### src/rtl/icache_refill_axi.sv
// AXI4 read refill engine for the two-way instruction cache: one INCR burst per miss,
// assembles the beats into a cache line and presents it with a single-cycle refresh.
module icache_refill_axi #(
    parameter int LINE_W = 64,
    parameter int DATA_W = 32,
    parameter int ADDR_W = 64,
    parameter int AXI_ID = 0
) (
    input  logic              clk,
    input  logic              rst,
    input  logic              miss_req,
    input  logic [ADDR_W-1:0] miss_addr,
    output logic              miss_ack,
    output logic              busy,
    output logic              refresh,
    output logic [LINE_W-1:0] cacheline_new,
    output logic              refill_err,
    output logic              arvalid,
    input  logic              arready,
    output logic [ADDR_W-1:0] araddr,
    output logic [7:0]        arlen,
    output logic [2:0]        arsize,
    output logic [1:0]        arburst,
    output logic [3:0]        arid,
    input  logic              rvalid,
    output logic              rready,
    input  logic [DATA_W-1:0] rdata,
    input  logic [1:0]        rresp,
    input  logic              rlast,
    input  logic [3:0]        rid
);
    localparam int BEATS = LINE_W / DATA_W;
    localparam int CNT_W = (BEATS > 1) ? $clog2(BEATS) : 1;
    localparam logic [CNT_W-1:0]  LAST_CNT = CNT_W'(BEATS - 1);
    localparam logic [ADDR_W-1:0] OFF_MASK = ADDR_W'(LINE_W / 8 - 1);

    typedef enum logic [1:0] {IDLE, ADDR, DATA, DONE} state_t;

    state_t           state;
    state_t           state_next;
    logic [CNT_W-1:0] cnt;
    logic             err;
    logic             beat;
    logic             last_beat;
    logic             beat_bad;

    assign beat      = (state == DATA) && rvalid;
    assign last_beat = (cnt == LAST_CNT);
    // A beat is bad on an error response, a foreign ID, or rlast disagreeing with our own count.
    assign beat_bad  = (rresp != 2'b00) || (rid != 4'(AXI_ID)) || (rlast != last_beat);

    assign arlen   = 8'(BEATS - 1);
    assign arsize  = 3'($clog2(DATA_W / 8));
    assign arburst = 2'b01;
    assign arid    = 4'(AXI_ID);

    // NOTE: every state element uses non-blocking assignment so all registers update together at the edge.
    always_ff @(posedge clk) begin
        if (rst) state <= IDLE;
        else     state <= state_next;
    end

    // NOTE: next state is defaulted before the case, so no path leaves it unassigned and no latch is inferred.
    always_comb begin
        state_next = state;
        unique case (state)
            IDLE: if (miss_req)            state_next = ADDR;
            ADDR: if (arready)             state_next = DATA;
            DATA: if (beat && last_beat)   state_next = DONE;
            DONE:                          state_next = IDLE;
            default:                       state_next = IDLE;
        endcase
    end

    assign miss_ack   = !rst && (state == IDLE) && miss_req;
    assign busy       = (state != IDLE);
    assign arvalid    = (state == ADDR);
    assign rready     = (state == DATA);
    assign refresh    = (state == DONE) && !err;
    assign refill_err = (state == DONE) && err;

    // NOTE: the line buffer is an ordinary register, so it is cleared by reset like any other flop.
    always_ff @(posedge clk) begin
        if (rst) begin
            araddr        <= '0;
            cacheline_new <= '0;
            cnt           <= '0;
            err           <= 1'b0;
        end else begin
            if (state == IDLE && miss_req) begin
                araddr <= miss_addr & ~OFF_MASK;
                cnt    <= '0;
                err    <= 1'b0;
            end
            if (beat) begin
                for (int b = 0; b < BEATS; b++) begin
                    if (cnt == CNT_W'(b)) cacheline_new[b*DATA_W +: DATA_W] <= rdata;
                end
                cnt <= cnt + CNT_W'(1);
                if (beat_bad) err <= 1'b1;
            end
        end
    end
endmodule
### config.mk
export PLATFORM = sky130hd
export DESIGN_NAME = icache_refill_axi
export DESIGN_NICKNAME = d
export VERILOG_FILES = /design/src/rtl/icache_refill_axi.sv
export SDC_FILE = /design/constraint.sdc
export NUM_CORES = 1
export LEC_CHECK = 0
export CAP_MARGIN = 5
export CORE_UTILIZATION = 39
export DETAILED_ROUTE_END_ITERATION = 10
export PLACE_DENSITY_LB_ADDON = 0.15
export SYNTH_ARGS = -nofsm -noshare
export SYNTH_HDL_FRONTEND = slang
export SYNTH_SLANG_ARGS = --single-unit
export TNS_END_PERCENT = 20
### constraint.sdc
create_clock -name clk -period 1.9 [get_ports clk]
set_input_delay 0.285 -clock clk [delete_from_list [all_inputs] [get_ports clk]]
set_output_delay 0.285 -clock clk [all_outputs]
set_load 0.05 [all_outputs]
Figure 1. Local utilization.
Drawn at 3 px/um. The die is cut into 11 by 11 equal tiles; white is low, dark blue is high, 0 to 100% covered.
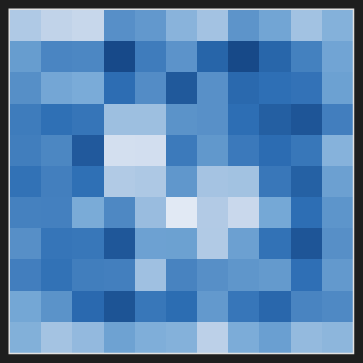
The fullest tile reaches 90%. The emptiest ninth of the die: center. The mean over all tiles is 59%.

Figure 2. Signal wires by layer.
Drawn at 4 px/um.
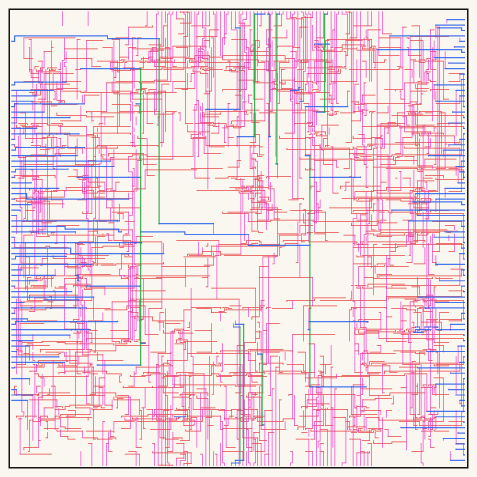
Blue marks M3, wire length 1290 um. Red marks M1, wire length 5310 um. Magenta marks M2, wire length 6900 um. Green marks M4, wire length 407 um.

==> Slide: Implementation Results <==
Synthesis and Place & Route Summary

Placed design
  • DP HPWL: 10.0 mm
  • I/O Buffers: 235
  • Placed insts: 976
  • Routability cong.: 0.749
  • Place WS: 0.228 ns

Critical path
  • CP Capture Type: primary output
  • Instance count on the critical path: 1
  • Reg2Reg Setup Slack: 0.33 ns
  • FF-to-FF Start: state[0]
  • Buffers plus inverters on the worst setup path: 1
  • Data required time of the worst path: 1.62 ns
  • Reg2reg end: cacheline_new[16]
  • R2R cell count: 6
  • Startpoint types: flip-flop
  • Worst Setup EP: cacheline_new[58]
  • Largest fanout on the critical path: 2
  • Worst path cell trace: clkdlybuf4s50_1
  • Slowest stage delay, CP: 0.84 ns

Final layout
  • Nets: 940
  • Final-layout fill cell count: 1052
  • Post-Layout Cell Count: 1007
  • Ant. Diodes: 0

Detailed routing
  • Vias per std cell: 4.65
  • Drt drc: 0
  • DRT Pass-1 Iters: 4
  • Antenna-violating nets left: 0
  • Via count: 4683

Final timing
  • Setup Skew: 0.00411 ns
  • Final critical-path share of the clock period: 0.977
  • Final setup viols: 0
  • Worst hold slack: 0.0766 ns
  • Pins Over Slew Limit: 0
  • Setup TNS: 0 ns
  • Unrepaired setup endpoints after global routing: no
  • Max-slew headroom: 0.589
  • Slew of the pin with the lowest slew margin: 0.616 ns
  • Final min period: 1.86 ns
  • Fmax: 539 MHz

Yosys
  • Top cells by count: nand2_1, dfxtp_1, a21oi_1
  • Area share, top type: 0.525
  • Async S/R FF share, synth: 0
  • Cell count after synthesis: 604
  • Area leader, netlist: dfxtp_1
  • Avg Cell Area, Syn: 8.14 um2
  • Seq/Total Area, Yosys: 0.525
  • Most frequent cell after synthesis: nand2_1
  • Post-synth EDFFs: 0
  • Synth unique cells: 30
  • Chip Area, Yosys: 0.00492 mm2
  • Flops after synth: 129
  • Ys flop type: dfxtp_1
  • Yosys Instances: 604

Clock tree
  • Num CTS Buffers: 17
  • H-Tree Depth: 4
  • Post-CTS Setup Bufs: 0
  • Clk slew on worst S/H paths: 0.05 ns
  • CTS tree: yes
  • Total clock sinks: 129

Floorplan
  • Core area: 0.0122 mm2
  • Fp util: 0.404
  • Chip Area: 0.0131 mm2

Job
  • Log Warnings: 33
  • Max-cap violations: 0

Outcome
  • Status: finished clean

Power
  • Lkg Pwr: 3.04 nW
  • Peak VDD IR: 0.690 mV

GRT
  • Initial antenna violation count: 0
  • Total track usage: 0.219
  • First-pass GRT wire length: 22.1 mm
  • Number of global-route vias before repair: 4543
  • Grt ovf: 0

Min path
  • Hold Path Class: in2reg
==> flip-flops by register name, indices dropped and copies added, names as in the netlist <==
register / flops
cnt: 1
state: 2
cacheline_new: 64
err: 1
araddr: 61
==> final cells by class <==
class,count,area (um2),area share
clock inverters,5,50.0,0.00633
repair buffers,248,2550,0.322
flip-flops and latches,129,2580,0.326
well taps,168,210,0.0266
clock buffers,26,519,0.0656
inverters,3,11.3,0.00142
multi-input cells,428,1990,0.251
==> worst min path at each step <==
| stage | start | end | slack (ns) | cells past startpoint |
|---|---|---|---|---|
| 6_report | rst | araddr[57] | 0.08 | 2 |
| 3_5_place_dp | araddr[43] | araddr[43] | 0.45 | 2 |
| 5_1_grt | rst | araddr[57] | 0.07 | 2 |
| 4_1_cts | rst | araddr[57] | 0.06 | 2 |
| 3_3_place_gp | araddr[55] | araddr[55] | 0.44 | 2 |
| 2_1_floorplan | miss_addr[3] | araddr[3] | 0.42 | 2 |
==> placed cells by master, fill, tap and decap left out, types with 2 or more instances in the layout <==
cell type,n
nand2_1,252
clkdlybuf4s50_1,213
dfxtp_1,129
a21oi_1,101
a21oi_2,26
conb_1,20
clkbuf_16,17
buf_4,15
dlymetal6s2s_1,10
buf_12,8
clkbuf_8,6
nand2b_1,4
ha_1,4
clkinv_2,4
clkbuf_1,3
inv_1,2
nor2_1,2
nand3_1,2
==> repair_timing <==
| action | CTS | global route |
|---|---|---|
| resized | 1 | 13 |
| hold buffers | 0 | 0 |
| setup endpoints to repair | 1 | 11 |
==> routing by layer <==
metal | wire length, um | GRT usage
met1 | 5310 | 0.231
met3 | 1290 | 0.0889
met5 | 0 | 0
met2 | 6900 | 0.381
met4 | 407 | 0.103
==> through the flow <==
stage               cell area (um2)  utilization
CTS                            7880        0.648
finish                         7910        0.651
global route                   7910        0.651
global placement               7310        0.601
detailed placement             7310        0.601
floorplan                      4980            -
==> kinds of logic (layout without fill, tap and decap cells) <==
kind of cell,after synthesis,after routing,share of synthesized area
other cells,2,20,0.00153
simple gates,270,270,0.216
fa+ha+maj,5,5,0.0127
compound gates,131,131,0.156
buf+inv,65,282,0.0850
flops,129,129,0.525
mux,1,1,0.00204
xor+xnor,1,1,0.00178
==> power breakdown <==
group	total [mW]	internal, mW	switching [mW]
logic	3.26	1.15	2.10
clock network	3.09	1.99	1.10
registers	3.16	3.00	0.154
No activity file was given, so power comes from the tool's default toggle rates.
